<file path="src/rtl/mem_port_arbiter.sv">
// mem_port_arbiter
// Arbitrates an instruction-fetch port and a data port onto one shared
// single-port memory. One transaction is in flight at a time. Simultaneous
// requests alternate between ports. A misaligned data access is rejected
// locally with an error response. An access the memory never acknowledges
// is aborted after TIMEOUT cycles. Every output comes straight from a flop.

module mem_port_arbiter #(
   parameter int unsigned TIMEOUT = 255   // legal range 1..1023
) (
   input  logic        clk,
   input  logic        reset,

   // instruction-fetch port (read only)
   input  logic        i_req,
   input  logic [31:0] i_addr,
   output logic        i_gnt,
   output logic        i_rvalid,
   output logic [31:0] i_rdata,
   output logic        i_err,

   // data port (load / store)
   input  logic        d_req,
   input  logic        d_we,
   input  logic [31:0] d_addr,
   input  logic [31:0] d_wdata,
   input  logic [3:0]  d_be,
   output logic        d_gnt,
   output logic        d_rvalid,
   output logic [31:0] d_rdata,
   output logic        d_err,

   // shared memory
   output logic        mem_req,
   output logic        mem_we,
   output logic [31:0] mem_addr,
   output logic [31:0] mem_wdata,
   output logic [3:0]  mem_be,
   input  logic        mem_ack,
   input  logic [31:0] mem_rdata
);

   typedef enum logic [1:0] {
      IDLE   = 2'd0,
      BUSY_I = 2'd1,
      BUSY_D = 2'd2,
      ERR_D  = 2'd3
   } state_e;

   // Port that received the most recent grant; used to break ties.
   typedef enum logic {
      PORT_I = 1'b0,
      PORT_D = 1'b1
   } port_e;

   localparam logic [9:0] TIMEOUT_CNT = 10'(TIMEOUT);

   // Word-alignment mask. Masking keeps every address bit in use.
   localparam logic [31:0] WORD_MASK = 32'hFFFF_FFFC;

   state_e      state_q, state_d;
   port_e       last_grant_q, last_grant_d;
   logic [9:0]  cnt_q, cnt_d;

   logic        i_gnt_q, i_gnt_d;
   logic        i_rvalid_q, i_rvalid_d;
   logic [31:0] i_rdata_q, i_rdata_d;
   logic        i_err_q, i_err_d;

   logic        d_gnt_q, d_gnt_d;
   logic        d_rvalid_q, d_rvalid_d;
   logic [31:0] d_rdata_q, d_rdata_d;
   logic        d_err_q, d_err_d;

   logic        mem_req_q, mem_req_d;
   logic        mem_we_q, mem_we_d;
   logic [31:0] mem_addr_q, mem_addr_d;
   logic [31:0] mem_wdata_q, mem_wdata_d;
   logic [3:0]  mem_be_q, mem_be_d;

   logic        pick_i;
   logic        pick_d;
   logic        d_be_ok;
   logic        ack_seen;
   logic [9:0]  cnt_inc;

   // Arbitration and access checks for the current request inputs
   always_comb begin
      // Fetch wins a tie only when data went last.
      pick_i   = i_req && (!d_req || (last_grant_q == PORT_D));
      pick_d   = d_req && !pick_i;
      // Enabled bytes must lie at or above the byte offset of d_addr.
      d_be_ok  = ((d_be & ~(4'hF << d_addr[1:0])) == 4'h0);
      // mem_ack only counts while a request is actually outstanding.
      ack_seen = mem_ack && mem_req_q;
      cnt_inc  = cnt_q + 10'd1;
   end

   // Next-state and next-output logic
   always_comb begin
      // NOTE: every signal assigned below gets a default first, so no path
      // leaves one unassigned and no latch is inferred.
      state_d      = state_q;
      last_grant_d = last_grant_q;
      cnt_d        = cnt_q;

      i_gnt_d      = 1'b0;
      i_rvalid_d   = 1'b0;
      i_rdata_d    = 32'h0;
      i_err_d      = 1'b0;
      d_gnt_d      = 1'b0;
      d_rvalid_d   = 1'b0;
      d_rdata_d    = 32'h0;
      d_err_d      = 1'b0;

      // The memory request fields hold their value unless a grant reloads them.
      mem_req_d    = mem_req_q;
      mem_we_d     = mem_we_q;
      mem_addr_d   = mem_addr_q;
      mem_wdata_d  = mem_wdata_q;
      mem_be_d     = mem_be_q;

      unique case (state_q)
         IDLE: begin
            if (pick_i) begin
               state_d      = BUSY_I;
               last_grant_d = PORT_I;
               cnt_d        = 10'd0;
               i_gnt_d      = 1'b1;
               mem_req_d    = 1'b1;
               mem_we_d     = 1'b0;
               mem_addr_d   = i_addr & WORD_MASK;
               mem_wdata_d  = 32'h0;
               mem_be_d     = 4'hF;
            end else if (pick_d) begin
               last_grant_d = PORT_D;
               d_gnt_d      = 1'b1;
               if (d_be_ok) begin
                  state_d     = BUSY_D;
                  cnt_d       = 10'd0;
                  mem_req_d   = 1'b1;
                  mem_we_d    = d_we;
                  mem_addr_d  = d_addr & WORD_MASK;
                  mem_wdata_d = d_wdata;
                  mem_be_d    = d_be;
               end else begin
                  // Rejected without touching memory; error reply follows.
                  state_d = ERR_D;
               end
            end
         end

         BUSY_I, BUSY_D: begin
            if (!ack_seen) begin
               cnt_d = cnt_inc;
            end
            // An ack in the cycle the timeout is reached still completes normally.
            if (ack_seen || (cnt_inc == TIMEOUT_CNT)) begin
               state_d   = IDLE;
               mem_req_d = 1'b0;
               if (state_q == BUSY_D) begin
                  d_rvalid_d = 1'b1;
                  d_rdata_d  = ack_seen ? mem_rdata : 32'h0;
                  d_err_d    = !ack_seen;
               end else begin
                  i_rvalid_d = 1'b1;
                  i_rdata_d  = ack_seen ? mem_rdata : 32'h0;
                  i_err_d    = !ack_seen;
               end
            end
         end

         ERR_D: begin
            state_d    = IDLE;
            d_rvalid_d = 1'b1;
            d_err_d    = 1'b1;
            d_rdata_d  = 32'h0;
         end

         default: begin
            state_d = IDLE;
         end
      endcase
   end

   // State and output registers; reset drops any in-flight transaction
   always_ff @(posedge clk or posedge reset) begin
      // NOTE: state and output flops all have a reset value, so the outputs
      // go to 0 as soon as reset is asserted. No trace of an interrupted
      // access survives reset.
      if (reset) begin
         state_q      <= IDLE;
         last_grant_q <= PORT_D;
         cnt_q        <= 10'd0;
         i_gnt_q      <= 1'b0;
         i_rvalid_q   <= 1'b0;
         i_rdata_q    <= 32'h0;
         i_err_q      <= 1'b0;
         d_gnt_q      <= 1'b0;
         d_rvalid_q   <= 1'b0;
         d_rdata_q    <= 32'h0;
         d_err_q      <= 1'b0;
         mem_req_q    <= 1'b0;
         mem_we_q     <= 1'b0;
         mem_addr_q   <= 32'h0;
         mem_wdata_q  <= 32'h0;
         mem_be_q     <= 4'h0;
      end else begin
         // NOTE: non-blocking assignments, so every flop sees the values
         // from before this clock edge. Evaluation order does not matter.
         state_q      <= state_d;
         last_grant_q <= last_grant_d;
         cnt_q        <= cnt_d;
         i_gnt_q      <= i_gnt_d;
         i_rvalid_q   <= i_rvalid_d;
         i_rdata_q    <= i_rdata_d;
         i_err_q      <= i_err_d;
         d_gnt_q      <= d_gnt_d;
         d_rvalid_q   <= d_rvalid_d;
         d_rdata_q    <= d_rdata_d;
         d_err_q      <= d_err_d;
         mem_req_q    <= mem_req_d;
         mem_we_q     <= mem_we_d;
         mem_addr_q   <= mem_addr_d;
         mem_wdata_q  <= mem_wdata_d;
         mem_be_q     <= mem_be_d;
      end
   end

   assign i_gnt     = i_gnt_q;
   assign i_rvalid  = i_rvalid_q;
   assign i_rdata   = i_rdata_q;
   assign i_err     = i_err_q;
   assign d_gnt     = d_gnt_q;
   assign d_rvalid  = d_rvalid_q;
   assign d_rdata   = d_rdata_q;
   assign d_err     = d_err_q;
   assign mem_req   = mem_req_q;
   assign mem_we    = mem_we_q;
   assign mem_addr  = mem_addr_q;
   assign mem_wdata = mem_wdata_q;
   assign mem_be    = mem_be_q;

endmodule
</file>
<file path="config.mk">
export PLATFORM = sky130hd
export DESIGN_NAME = mem_port_arbiter
export DESIGN_NICKNAME = d
export VERILOG_FILES = /design/src/rtl/mem_port_arbiter.sv
export SDC_FILE = /design/constraint.sdc
export NUM_CORES = 1
export LEC_CHECK = 0
export ABC_AREA = 1
export CAP_MARGIN = 0
export CELL_PAD_IN_SITES_DETAIL_PLACEMENT = 1
export CELL_PAD_IN_SITES_GLOBAL_PLACEMENT = 2
export CORE_ASPECT_RATIO = 2
export CORE_MARGIN = 5
export CORE_UTILIZATION = 23
export DETAILED_ROUTE_END_ITERATION = 8
export PLACE_DENSITY = 0.77
export SETUP_SLACK_MARGIN = 0.2
export SLEW_MARGIN = 0
export SYNTH_ARGS = -nofsm -noshare
export SYNTH_HDL_FRONTEND = slang
export SYNTH_SLANG_ARGS = --single-unit
</file>
<file path="constraint.sdc">
create_clock -name clk -period 7.8 [get_ports clk]
set_input_delay 2.34 -clock clk [delete_from_list [all_inputs] [get_ports clk]]
set_output_delay 2.34 -clock clk [all_outputs]
set_load 0.01 [all_outputs]
</file>
==> ci_impl_report.md, run 1 <==
### Flow metrics

| Metric | Value |
|---|---|
| List of most frequent post-synthesis cells | `150 x dfrtp_1, 138 x nand2_1, 108 x nor2_1, 33 x a22o_1, 30 x a31oi_1` |
| Status | `finished, final reports clean` |
| Post-synth top area share | `63.9%` |
| H-tree depth | `4` |
| HP Start | `mem_wdata[19]` |
| Adder share | `1.06%` |
| Met1 usage | `between 10 and 15%` |
| Top Ports | `278` |
| Post-Synth Simple-Gate Area | `approximately a fifth` |
| Tool warnings | `33` |
| Layout Cells excl Fill | `between 1000 and 1500` |
| Hold violation count in the final report | `0` |
| Vias/cell | `between 4 and 5` |
| Met3 Usage GRT | `between 3 and 4%` |
| Gr ovfl total | `0` |
| Chip area | `~29000 um2` |
| Largest net degree at the start of global routing | `107` |
| Clock transition at path regs | `approximately 0.06 ns` |
| Antenna Nets Post-Route | `0` |
| CTS max path bufs | `2` |
| Fin crit share | `about three fifths` |
| Setup Viol. Count Final | `0` |
| DPL Wire Length | `about 16000 um` |
| Reg2Reg Capture Point | `mem_addr[5]` |
| Routed wl met3 | `1140 um` |
-- run 1: per-stage QoR --
stage                     hold WS, ns  area (um2)  power, W  setup slack (ns)  utilization, %
after CTS                       0.503        9460   0.00326              3.16            37.6
final                           0.499        9460   0.00318              3.19            37.6
after global placement          0.482        8930   0.00245              2.70            35.5
after global routing            0.513        9460   0.00339              2.94            37.6
after floorplan                 0.466        5880   0.00173              1.40               -
after detailed placement        0.480        8930   0.00247              2.67            35.5
-- run 1: worst max-delay path, stage by stage --
cell,delay [ns]
clkdlybuf4s50_1,0.45
o21ai_1,0.13
nand3_1,0.20
nand2_1,0.17
nand2_2,0.41
inv_2,0.94
a31oi_1,0.20
-- run 1: where the power goes --
group	total, W	internal (W)	switching (W)
registers	0.00114	0.00102	0.000118
logic	0.00128	0.000627	0.000658
clock network	0.000755	0.000420	0.000335
### Wiring by layer, run 1

Drawn at 2 px/um. Only two layers are drawn.
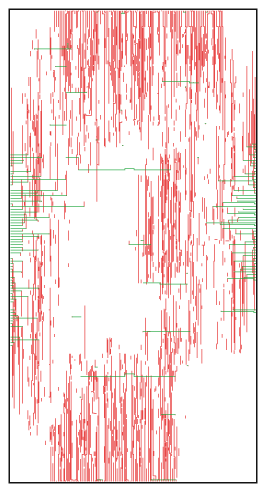
| color | layer | wire length |
|---|---|---|
| red | M2 | 13200 um |
| green | M3 | 1140 um |
Routed WL: 21900 um
Vias: 5120

### Pin placement, run 1

Drawn at 2 px/um. Pins as bars across the die edge, other pins in gray.
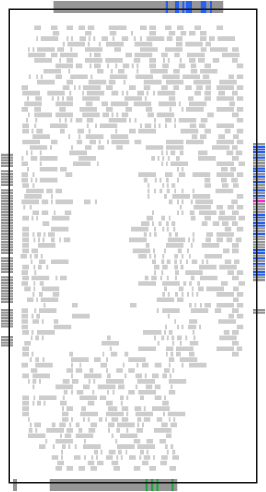
| color | port | pins | direction | edge |
|---|---|---|---|---|
| magenta | mem_we | 1 | output | east |
| green | d_be | 4 | input | south |
| blue | d_wdata | 32 | input | 21 east, 11 north |
Die X: 123 um
PortBufs: 273
die height: 236 um

### Cell outlines without signal wires, run 1

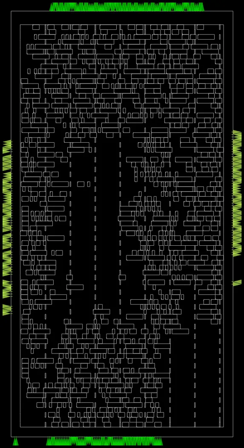
Util after Layout: 37.6%
FP Rows: 82
registers: 151

### Drive-strength map, run 1

Drawn at 2 px/um.
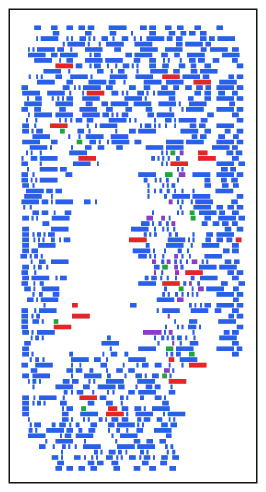
| color | size | cells | share |
|---|---|---|---|
| blue | x1 and smaller | 805 | 93% |
| green | x3 and x4 | 13 | 1.5% |
| purple | x2 | 21 | 2.4% |
| red | x6 and larger | 22 | 2.6% |
nonclk buf count: 278
Final Cell Area: 9460 um2
Worst Setup Slack, final: 3.19 ns
Area Overhead vs Synth: 61.1%

## Run 2: what changed since run 1
Settings changed: CORE_UTILIZATION 23 to 21, PLACE_DENSITY 0.77 to 0.74.
Clock period 7.8 ns to 3.81 ns, I/O delays scaled along.
### I/O nets highlighted, run 2

Drawn at 1.5 px/um.
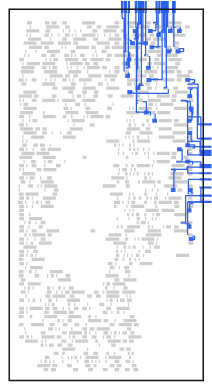
| color | port | bits | direction | end cells | wire |
|---|---|---|---|---|---|
| blue | d_wdata | 32 | input | 32 | 1210 um |
Top Ports: 278

### Cell outlines without signal wires, run 2

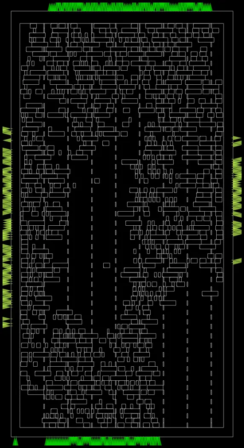
FP Rows: 86
Fill cells: 3181
core area: 27500 um2

### Drive-strength map, run 2

Drawn at 2 px/um.
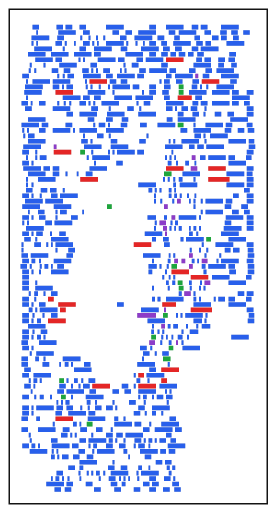
| color | size | cells | share |
|---|---|---|---|
| purple | x2 | 22 | 2.5% |
| blue | x1 and smaller | 805 | 93% |
| green | x3 and x4 | 17 | 2.0% |
| red | x6 and larger | 25 | 2.9% |
Final Cell Area: 9600 um2
Area Overhead vs Synth: 63.5%

==> run 2 against run 1 <==
Effect of this change: first-iteration DRC count decreased by 24%; sequential cell count unchanged; register-to-register slack got worse by 3.3 ns; total power increased by 110%; area after synthesis unchanged; die area increased by 8.9%; worst setup slack got worse by 1.9 ns; count of clock-buffer cells in the layout decreased by 2; core utilization decreased by 2.8 points; critical path depth increased by 1; sequential share of layout area decreased by 0.59 points; cell area increased by 1.5%; largest cell class unchanged; highest routed layer unchanged.
==> ci_impl_report.md, run 2 <==
### Flow metrics

| Metric | Value |
|---|---|
| P_comb | `0.00268 W (was 0.00128 W)` |
| Slowest CP cell | `clkdlybuf4s50_1 (was inv_2)` |
| Die X | `128 um (was 123 um)` |
| Placed Instance Area | `9020 um2 (was 8930 um2)` |
| Clock transition at path regs | `0.06 ns (about the same)` |
| PortBufs | `273 (unchanged)` |
| CP delay by family, top | `simple AND/OR/NAND/NOR gates (was buffers and inverters)` |
| Gr ovfl total | `0 (unchanged)` |
| Reg2Reg Capture Point | `d_rdata[28] (was mem_addr[5])` |
| Most frequent CP cell | `nand3_1` |
| Power Sequential | `0.00234 W (was 0.00114 W)` |
| Status | `finished, final reports clean (unchanged)` |
| Critical Path Stages | `8 (was 7)` |
| Hold violation count in the final report | `0 (unchanged)` |
| Util after Layout | `34.9% (was 37.6%)` |
| Registers | `151 (unchanged)` |
| Routed WL | `22600 um (was 21900 um)` |
| Tool warnings | `33 (unchanged)` |
| Largest net degree at the start of global routing | `122 (was 107)` |
| Layout Cells excl Fill | `1225 (was 1199)` |
| Top power group | `combinational cells (unchanged)` |
| CP Buf/Inv Count | `2 (unchanged)` |
| Vias/cell | `4.17 (was 4.27)` |
| Fin Hold WS | `0.499 ns (about the same)` |
| Fin crit share | `67.3%` |
| Worst Setup Slack, final | `1.25 ns (was 3.19 ns)` |
| Antenna Nets Post-Route | `0 (unchanged)` |
| Clk. pwr | `0.00168 W (was 0.000755 W)` |
| CTS max path bufs | `2 (unchanged)` |
| Post-synth top area share | `63.9% (unchanged)` |
| Clock Power Share | `25.1% (was 23.7%)` |
| Net Sw Frac | `34.6% (was 34.9%)` |
| DPL Wire Length | `16900 um (was 16400 um)` |
| Worst-path cell chain | `clkdlybuf4s50_1, nand3_1, nand3_1, nand2_1, o21ai_1, inv_1, nand3_1, o22ai_1 (was clkdlybuf4s50_1, o21ai_1, nand3_1, nand2_1, nand2_2, inv_2, a31oi_1)` |
| NetSw | `0.00232 W (was 0.00111 W)` |
| H-tree depth | `4 (unchanged)` |
| Comb pwr share | `40.0% (was 40.4%)` |
| Chip area | `31600 um2 (was 29000 um2)` |
| Die height | `247 um (was 236 um)` |
| Vias | `5113 (was 5120)` |
| Total power | `0.00671 W (was 0.00318 W)` |
-- run 2: cell counts after synthesis --
Identical to the previous run, type by type.
-- run 2: metal layers --
| layer | vias up | global-route usage (%) | routed length (um) |
|---|---|---|---|
| li1 | 2446 | - | - |
| met1 | 2492 | 13.2 | 7200 |
| met2 | 146 | 28.4 | 13700 |
| met3 | 29 | 3.62 | 1060 |
| met4 | 0 | 6.94 | 641 |
| met5 | - | 0 | 0 |
-- run 2: kinds of logic after synthesis --
group / synth area share (%)
buffers and inverters: 4.30
AOI/OAI and AO/OA: 10.8
adders and majority gates: 1.06
DFF: 64.3
and+or+nand+nor: 19.1
other: 0.0638
xor gates and xnor gates: 0.298
## Run 3: what changed since run 2
Clock period 3.81 ns to 2.18 ns, I/O delays scaled along.
### Pin placement, run 3

Drawn at 2 px/um. Pins as bars across the die edge, other pins in gray.
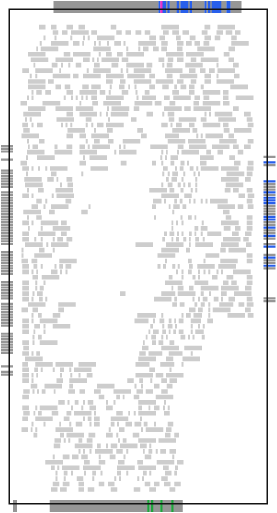
| color | port | pins | direction | edge |
|---|---|---|---|---|
| blue | d_wdata | 32 | input | 19 north, 13 east |
| green | d_be | 4 | input | south |
| magenta | mem_we | 1 | output | north |
Die X: 128 um
die height: 247 um

### I/O nets highlighted, run 3

Drawn at 1.5 px/um.
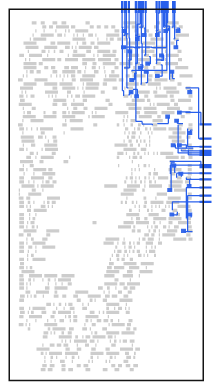
| color | port | bits | direction | end cells | wire |
|---|---|---|---|---|---|
| blue | d_wdata | 32 | input | 32 | 1240 um |

### Wiring by layer, run 3

Drawn at 2 px/um. Only two layers are drawn.
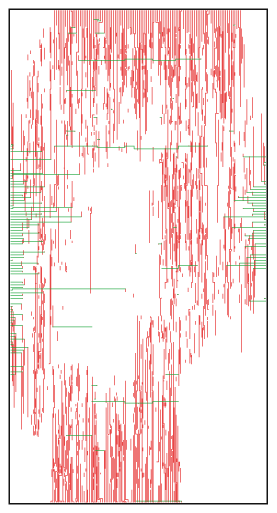
| color | layer | wire length |
|---|---|---|
| red | M2 | 13800 um |
| green | M3 | 1250 um |
wire length per cell: 18.4 um
Vias: 5244
Routed WL: 22900 um

==> run 3 against run 2 <==
Effect of this change: combinational power grew 66%; routed wire length grew 1.4%; area after synthesis is the same; largest cell class unchanged.
==> ci_impl_report.md, run 3 <==
### Flow metrics

| Metric | Value |
|---|---|
| Status | `finished, final reports clean (unchanged)` |
| Adder share | `1.06% (unchanged)` |
| Power Sequential | `0.00408 W (was 0.00234 W)` |
| Layer carrying the most global-route usage | `met2 (unchanged)` |
| Met3 Usage GRT | `3.60% (was 3.62%)` |
| Mux area share | `0% (unchanged)` |
| Fin Hold WS | `0.494 ns (was 0.499 ns)` |
| Post-Synth Simple-Gate Area | `19.1% (unchanged)` |
| Clock Power Share | `24.9% (was 25.1%)` |
| Clk. pwr | `0.00283 W (was 0.00168 W)` |
| Xor/xnor share | `0.298% (unchanged)` |
| Gr ovfl total | `0 (unchanged)` |
| CTS max path bufs | `2 (unchanged)` |
| Placed Instance Area | `9290 um2 (was 9020 um2)` |
| Fill cells | `3250 (was 3181)` |
| DPL Wire Length | `17400 um (was 16900 um)` |
| Aoi share | `10.8% (unchanged)` |
| Total power | `0.0114 W (was 0.00671 W)` |
| Metal1 wirelength | `7180 um (was 7200 um)` |
| CP peak stage delay | `0.44 ns (was 0.51 ns)` |
| Largest net degree at the start of global routing | `47 (was 122)` |
| Dominant comb cell | `simple AND/OR/NAND/NOR gates (unchanged)` |
| Comb pwr share | `39.2% (was 40.0%)` |
| Top sig layer | `met4 (unchanged)` |
| Layout Cells excl Fill | `1247 (was 1225)` |
| Wire length on met2 | `13800 um (was 13700 um)` |
| Setup Viol. Count Final | `0 (unchanged)` |
| Vias/cell | `4.21 (was 4.17)` |
| Worst Setup Slack, final | `0.295 ns (was 1.25 ns)` |
| Top power group | `combinational cells (unchanged)` |
| Routed wl met3 | `1250 um (was 1060 um)` |
| FP Rows | `86 (unchanged)` |
| Reg2Reg Capture Point | `state_q[1] (was d_rdata[28])` |
| PortBufs | `273 (unchanged)` |
| Critical Path Stages | `9 (was 8)` |
| Chip area | `31600 um2 (unchanged)` |
| Global routing usage on met2 | `28.7% (was 28.4%)` |
| HP Start | `mem_wdata[7] (was mem_wdata[4])` |
| CP delay by family, top | `buffers and inverters (was simple AND/OR/NAND/NOR gates)` |
| Tool warnings | `32 (was 33)` |
| Most frequent CP cell | `buf_4 (was nand3_1)` |
| Util after Layout | `35.4% (was 34.9%)` |
| Worst-path cell chain | `clkdlybuf4s50_1, o21ai_1, nand3_2, nand2_1, buf_4, nand2_2, buf_4, buf_12, a22o_1 (was clkdlybuf4s50_1, nand3_1, nand3_1, nand2_1, o21ai_1, inv_1, nand3_1, o22ai_1)` |
| H-tree depth | `4 (unchanged)` |
| Core area | `27500 um2 (unchanged)` |
| List of most frequent post-synthesis cells | `150 x dfrtp_1, 138 x nand2_1, 108 x nor2_1, 33 x a22o_1, 30 x a31oi_1 (unchanged)` |
==> run 3: cell types whose count changed in the layout (fill, tap and decap cells not counted), moves of 2 or more <==
cell / delta
dlygate4sd2_1: +138
buf_12: +11
clkinv_4: -3
diode_2: -2
ha_1: -2
buf_4: +10
inv_8: +3
bufinv_16: -2
clkdlybuf4s50_1: -138
==> run 3: area by class of cell <==
class,instances,area [um2],share of cell area [%]
flip-flops and latches,151,3780,38.7
repair buffers,307,3000,30.7
multi-input cells,374,1870,19.2
well taps,352,440,4.51
clock buffers,18,439,4.50
clock inverters,14,115,1.18
inverters,29,115,1.18
diodes,2,5.00,0.0513
==> run 3: repair_timing <==
item | CTS | global route
buffers inserted | 1 | 3
resized | 140 | 5
gates cloned | 0 | 1
pin swaps | 0 | 3
endpoints found under the setup margin | 142 | 82
Power and IR drop assume default switching activity.
